<file path="config.mk">
export PLATFORM = sky130hd
export DESIGN_NAME = fft_bram_loader
export DESIGN_NICKNAME = d
export VERILOG_FILES = /design/src/rtl/fft_pkg.sv /design/src/rtl/fft_load_counter.sv /design/src/rtl/fft_bram_loader.sv
export SDC_FILE = /design/constraint.sdc
export NUM_CORES = 1
export LEC_CHECK = 0
export ABC_AREA = 1
export ABC_CLOCK_PERIOD_IN_PS = 3800
export CAP_MARGIN = 10
export CORE_AREA = 5 5 327 329
export DETAILED_ROUTE_END_ITERATION = 12
export DIE_AREA = 0 0 332 334
export GPL_ROUTABILITY_DRIVEN = 0
export PLACE_DENSITY_LB_ADDON = 0.08
export RECOVER_POWER = 50
export SYNTH_ARGS = -nofsm -noshare
export SYNTH_HDL_FRONTEND = slang
export SYNTH_HIERARCHICAL = 1
export SYNTH_SLANG_ARGS = --single-unit
</file>
<file path="constraint.sdc">
create_clock -name clk -period 3.8 [get_ports clk]
set_input_delay 0.38 -clock clk [delete_from_list [all_inputs] [get_ports clk]]
set_output_delay 0.38 -clock clk [all_outputs]
set_load 0.03 [all_outputs]
</file>
<file path="src/rtl/fft_pkg.sv">
// Shared constants, state encoding and address helper for the FFT BRAM loader.
package fft_pkg;

  localparam int unsigned LANES   = 32;
  localparam int unsigned DATA_W  = 16;
  localparam int unsigned ADDR_W  = 9;
  localparam int unsigned ROW_LEN = 128;
  localparam int unsigned K_W     = $clog2(ROW_LEN);
  localparam int unsigned J_W     = $clog2(LANES);
  localparam int unsigned I_W     = 2;
  localparam int unsigned CHK_W   = 32;

  typedef enum logic [1:0] {
    IDLE  = 2'd0,
    LOAD  = 2'd1,
    FLUSH = 2'd2
  } state_t;

  // Word address of element k of row i, wrapping modulo the BRAM depth.
  function automatic logic [ADDR_W-1:0] bram_addr(
    input logic [ADDR_W-1:0] base,
    input logic [I_W-1:0]    row,
    input logic [K_W-1:0]    elem
  );
    return base + ADDR_W'(row) * ADDR_W'(ROW_LEN) + ADDR_W'(elem);
  endfunction

endpackage

</file>
<file path="src/rtl/fft_load_counter.sv">
// Cascaded element/BRAM/row counter (k innermost, i outermost) for the loader.
module fft_load_counter
  import fft_pkg::*;
#(
  parameter int unsigned ROWS = 2
) (
  input  logic           clk,
  input  logic           reset,
  input  logic           clear,
  input  logic           advance,
  output logic [K_W-1:0] k,
  output logic [J_W-1:0] j,
  output logic [I_W-1:0] i,
  output logic           last
);

  logic k_wrap;
  logic j_wrap;

  assign k_wrap = (k == K_W'(ROW_LEN - 1));
  assign j_wrap = (j == J_W'(LANES - 1));
  assign last   = k_wrap && j_wrap && (i == I_W'(ROWS - 1));

  // Step k every accepted sample; carry into j, then into i; restart after the last sample.
  always_ff @(posedge clk) begin
    if (reset || clear) begin
      k <= '0;
      j <= '0;
      i <= '0;
    end else if (advance) begin
      k <= k + K_W'(1);
      if (k_wrap) begin
        j <= j + J_W'(1);
        if (j_wrap) begin
          i <= last ? '0 : i + I_W'(1);
        end
      end
    end
  end

endmodule

</file>
<file path="src/rtl/fft_bram_loader.sv">
// Streams ROWS*4096 samples into 32 FFT BRAMs through registered port-A writes.
// Optional feature: define FFT_LOADER_CHECKSUM_EN to add a running 32-bit checksum output.
module fft_bram_loader
  import fft_pkg::*;
#(
  parameter logic [ADDR_W-1:0] BASE_ADDR = 9'd0,
  parameter int unsigned       ROWS      = 2
) (
  input  logic                      clk,
  input  logic                      reset,
  input  logic                      start,
  input  logic                      in_valid,
  input  logic [DATA_W-1:0]         in_data,
  output logic                      in_ready,
  output logic [LANES*ADDR_W-1:0]   FFT_addra,
  output logic [LANES*DATA_W-1:0]   FFT_dataa,
  output logic [LANES-1:0]          FFT_wea,
  output logic                      busy,
  output logic                      done
`ifdef FFT_LOADER_CHECKSUM_EN
  ,
  output logic [CHK_W-1:0]          checksum
`endif
);

  state_t                    state;
  logic                      accept;
  logic                      start_load;
  logic [K_W-1:0]            cnt_k;
  logic [J_W-1:0]            cnt_j;
  logic [I_W-1:0]            cnt_i;
  logic                      cnt_last;
  logic [LANES-1:0]          wea_next;
  logic [LANES*ADDR_W-1:0]   addra_next;
  logic [LANES*DATA_W-1:0]   dataa_next;

  assign accept     = in_valid && in_ready;
  assign start_load = (state == IDLE) && start;

  fft_load_counter #(
    .ROWS(ROWS)
  ) u_counter (
    .clk    (clk),
    .reset  (reset),
    .clear  (start_load),
    .advance(accept),
    .k      (cnt_k),
    .j      (cnt_j),
    .i      (cnt_i),
    .last   (cnt_last)
  );

  // Build the single-lane write word for the current (i, j, k) position.
  always_comb begin
    wea_next   = '0;
    addra_next = '0;
    dataa_next = '0;
    wea_next[cnt_j] = 1'b1;
    addra_next[32'(cnt_j) * ADDR_W +: ADDR_W] = bram_addr(BASE_ADDR, cnt_i, cnt_k);
    dataa_next[32'(cnt_j) * DATA_W +: DATA_W] = in_data;
  end

  // Load sequencer: state, handshake, status and registered BRAM write port.
  always_ff @(posedge clk) begin
    if (reset) begin
      state     <= IDLE;
      in_ready  <= 1'b0;
      busy      <= 1'b0;
      done      <= 1'b0;
      FFT_wea   <= '0;
      FFT_addra <= '0;
      FFT_dataa <= '0;
    end else begin
      done      <= 1'b0;
      FFT_wea   <= '0;
      FFT_addra <= '0;
      FFT_dataa <= '0;
      case (state)
        IDLE: begin
          if (start) begin
            state    <= LOAD;
            in_ready <= 1'b1;
            busy     <= 1'b1;
          end
        end
        LOAD: begin
          if (accept) begin
            FFT_wea   <= wea_next;
            FFT_addra <= addra_next;
            FFT_dataa <= dataa_next;
            if (cnt_last) begin
              state    <= FLUSH;
              in_ready <= 1'b0;
            end
          end
        end
        FLUSH: begin
          state <= IDLE;
          busy  <= 1'b0;
          done  <= 1'b1;
        end
        default: begin
          state    <= IDLE;
          in_ready <= 1'b0;
          busy     <= 1'b0;
        end
      endcase
    end
  end

`ifdef FFT_LOADER_CHECKSUM_EN
  // Wrapping sum of sign-extended accepted samples; frozen between done and the next start.
  always_ff @(posedge clk) begin
    if (reset || start_load) begin
      checksum <= '0;
    end else if (accept) begin
      checksum <= checksum + CHK_W'(signed'(in_data));
    end
  end
`endif

endmodule

</file>
==> images/drive_strength.png <==
Scale: 1.5 px per um.
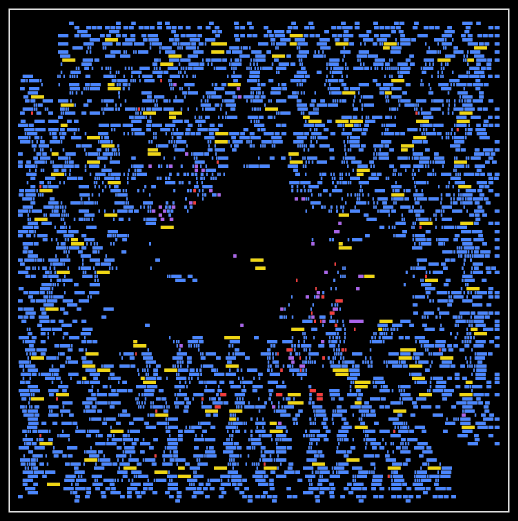
| size | colour | cells | most used |
|---|---|---|---|
| drive 1 or less | blue | 3313 | nor2_1 |
| drive 3 to 4 | purple | 45 | buf_4 |
| drive 6 and up | yellow | 132 | clkbuf_16 |
| drive 2 | red | 46 | clkinv_2 |
post-route cell area: 37400 um^2
Signal buffers: 895
final worst slack: 0.416 ns
area delta synth->final: 55.1%

==> images/pins.png <==
Scale: 1.5 px per um. Pins as bars across the die edge, other pins in grey.
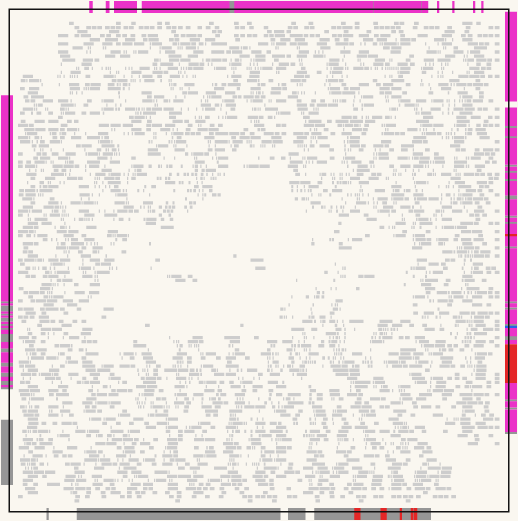
| port | colour | pins | direction | edge |
|---|---|---|---|---|
| `busy` | blue | 1 | output | right |
| `FFT_dataa` | magenta | 512 | output | 225 top, 165 right, 122 left |
| `FFT_wea` | red | 32 | output | 20 right, 12 bottom |

==> images/port_nets.png <==
Scale: 1 px per um.
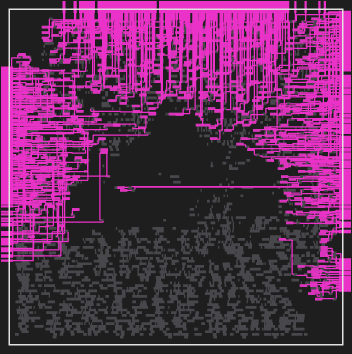
| port | colour | bits | direction | edge | end cells | wire |
|---|---|---|---|---|---|---|
| `FFT_dataa` | magenta | 512 | output | 225 top, 165 right, 122 left | 512 | 30.0 mm |
input/output buffers: 854
I/O Pins: 855

==> CHANGELOG.md <==
### Metrics

* Die footprint at 111000 um^2
* Top Metal Used: met4
* GR Util met3 at 0.0651
* Highest clock rate at 296 MHz
* Post-Synth AOI/OAI Area at 0.00342
* Startpoint Class: register
* Flip-flops at 851
* Crit Path Max Fanout at 25
* Row cnt at 118
* Sw power at 3870 uW
* Pwr Density at 487 nW/um^2
* Final net count at 3493
* Max reg flops at 512
* Cell type taking the most area: sequential cells
* Latest clock arrival within the worst-skew pair at 0.67 ns
* DRT Wirelength at 119 mm
* Cell type with the largest total area: dfxtp_1
* Clock transition at path regs at 0.06 ns
* Reg2reg setup slack at 0.42 ns
* Total CTS buffers at 95
* Yosys Warn Count at 6
* # diodes at 1
* Placed inst area at 34300 um^2
* Post_cts resized at 0
* CTS sink cnt at 851
* Library cells used by synthesis at 30
* Worst min path class: in2reg
* Synth Cell Area at 24100 um^2
* Tmin final at 3.38 ns
* Yosys xor share at 0.00104
* Yosys reg bits at 851
* Initial DRC Count at 1176
* Initial antenna violation count at 1
* Top Consumer: clock
* OpenROAD warnings at 31
* Logic area at 6230 um^2
* Period utilisation layout at 0.890
* Post-synth mux share at 0
* Global Route met2 Usage at 0.357
* Grt peak-use layer: met2
* Met1 usage in global routing at 0.247
* Post-DR wirelength/cell at 24.3 um
* DRT Pass-1 Iters at 5
* Total power at 18200 uW
* Seq group at 8930 uW
* Most flops, register: FFT_dataa
* Status: finished, final reports clean
* CTS H-tree depth at 3
* WHS Endpoint: state[0]
* Clock share of power at 0.504
* Clock skew at 0.0217 ns
* Minimum hold slack at 0.380 ns
* # DRC at 0
* Top cells by area: dfxtp_1, nor2_1, nand2_1, nand3_1, inv_1
* Setup violators final at 0
* CTS root buffer: clkbuf_16
* Post-Synth Simple-Gate Area at 0.248
* Dpl cells at 4746
* CP Capture Type: register
* Antenna Nets Post-Route at 0
* R2r worst-path depth at 8
* Final Hold Fails at 0
* Number of clock buffers in the layout at 136
* Clk tree area frac at 0.0836
* DP Worst Slack at 0.418 ns
* Yosys stat area at 24100 um^2
* Int Pwr at 14400 uW
* Post-layout util at 0.362
* Gr usage total at 0.206
* Largest net degree at the start of global routing at 78
* Sequential area share after synthesis at 0.706
* Lkg Pwr at 0.0155 uW
* RSZ-0062 raised after global routing: no
* Clock network power at 9180 uW
* Setup CP Type: reg2reg
* Most frequent logic cells in the routed design: nor2_1, dfxtp_1, dlygate4sd3_1, nand2_1, clkbuf_16
* First-pass GRT wire length at 166 mm
* Max VDD drop at 322 uV
* Postcts setup bufs at 0
* Worst Hold Launch: start
* FF-to-FF Start: u_counter/j[1]
* CP arrival at 3.95 ns
* Top cell area share at 0.706
* Comb power frac at 0.006
* Grt ovf at 0
* Die width at 332 um
* Hold-fix buffers, CTS at 0
* Dpl hpwl at 92.3 mm
* Invs w/o clock at 98
* Layout non-clock buf frac at 0.238
* Critical path launch point: u_counter/j[1]
* Post-Syn Instances at 2583
* WL met1 at 48.6 mm
* Metal3 WL at 8.84 mm
* Met2 wire length at 58.4 mm
* Via count at 20.7k
* Reg2reg end: FFT_dataa[405]
* Clock Path Buffers at 3
* Combinational power at 115 uW
* Req. time, crit path at 4.36 ns
* Synth logic family: simple AND/OR/NAND/NOR gates
* Adder-cell share of the synthesized area at 0.00519
* Vias in the first global route at 21.3k
* Final Max Slew Viols at 0
* Drt via density at 4.21
* Syn avg cell area at 9.34 um^2
* Regs by FF count: FFT_dataa x512, FFT_addra x288, FFT_wea x32
* Multi-input logic cell count at 1522
* Reg power frac at 0.490
* Flop area at 17000 um^2
* DIE HEIGHT at 334 um
* Switching part of the total at 0.213
* Cells on Worst Hold Path at 3
* Layout cell share with drive strength beyond 1 at 0.0631
* Critical path capture point: FFT_dataa[405]
* Mapped Nets at 2613
* Fill cells at 10.5k
* Fp_density at 0.234
* Flop share of the area at 0.456
==> images/gate_families.png <==
Scale: 1.5 px per um.
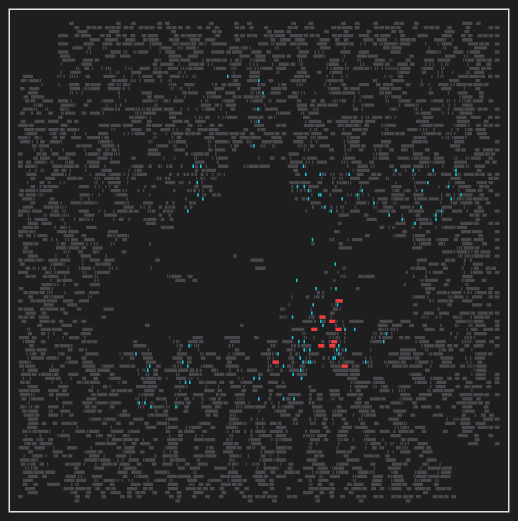
| family | colour | cells |
|---|---|---|
| adder and majority cells | red | 10 |
| inverters | cyan | 98 |
Top cell excl fill/tap: nor2_1
Comb/total area: 0.167

==> images/final_placement.png <==
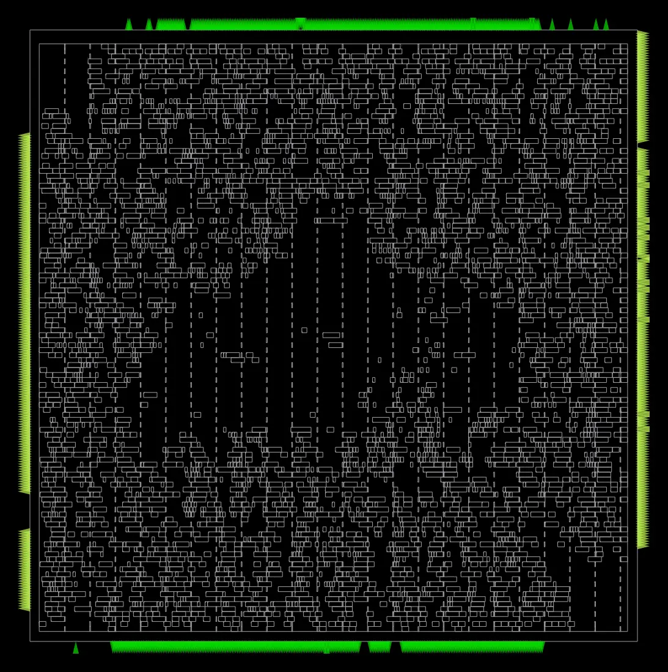
core box area: 103000 um^2
fin cells: 4917
tap cells: 1380

-- synthesized netlist by cell type --
cell type	count
a31oi_1	1
o21ai_1	2
a21oi_1	7
nand4_2	7
o21ai_0	3
nor3_1	41
nor2_1	979
xor2_2	1
dfxtp_1	851
buf_4	7
a21oi_2	1
nor2_2	5
nor4_1	1
clkinv_1	2
a211oi_1	1
nand3_1	85
nand2_2	3
nand3_2	1
nand4_1	36
ha_1	10
buf_2	41
inv_1	86
xor2_1	1
nor2_4	3
clkbuf_1	46
nor3b_1	1
inv_2	10
nand2_1	332
nor3b_2	1
buf_1	18
-- worst max-delay path: stages, from the launching register on --
cell,delay (ns)
dfxtp_1,0.50
inv_1,0.14
ha_1,0.24
nand2_1,0.14
nor2_1,0.06
ha_2,0.39
inv_2,0.52
nand4_1,0.92
nor2_1,0.35
Power and IR drop assume default switching activity.
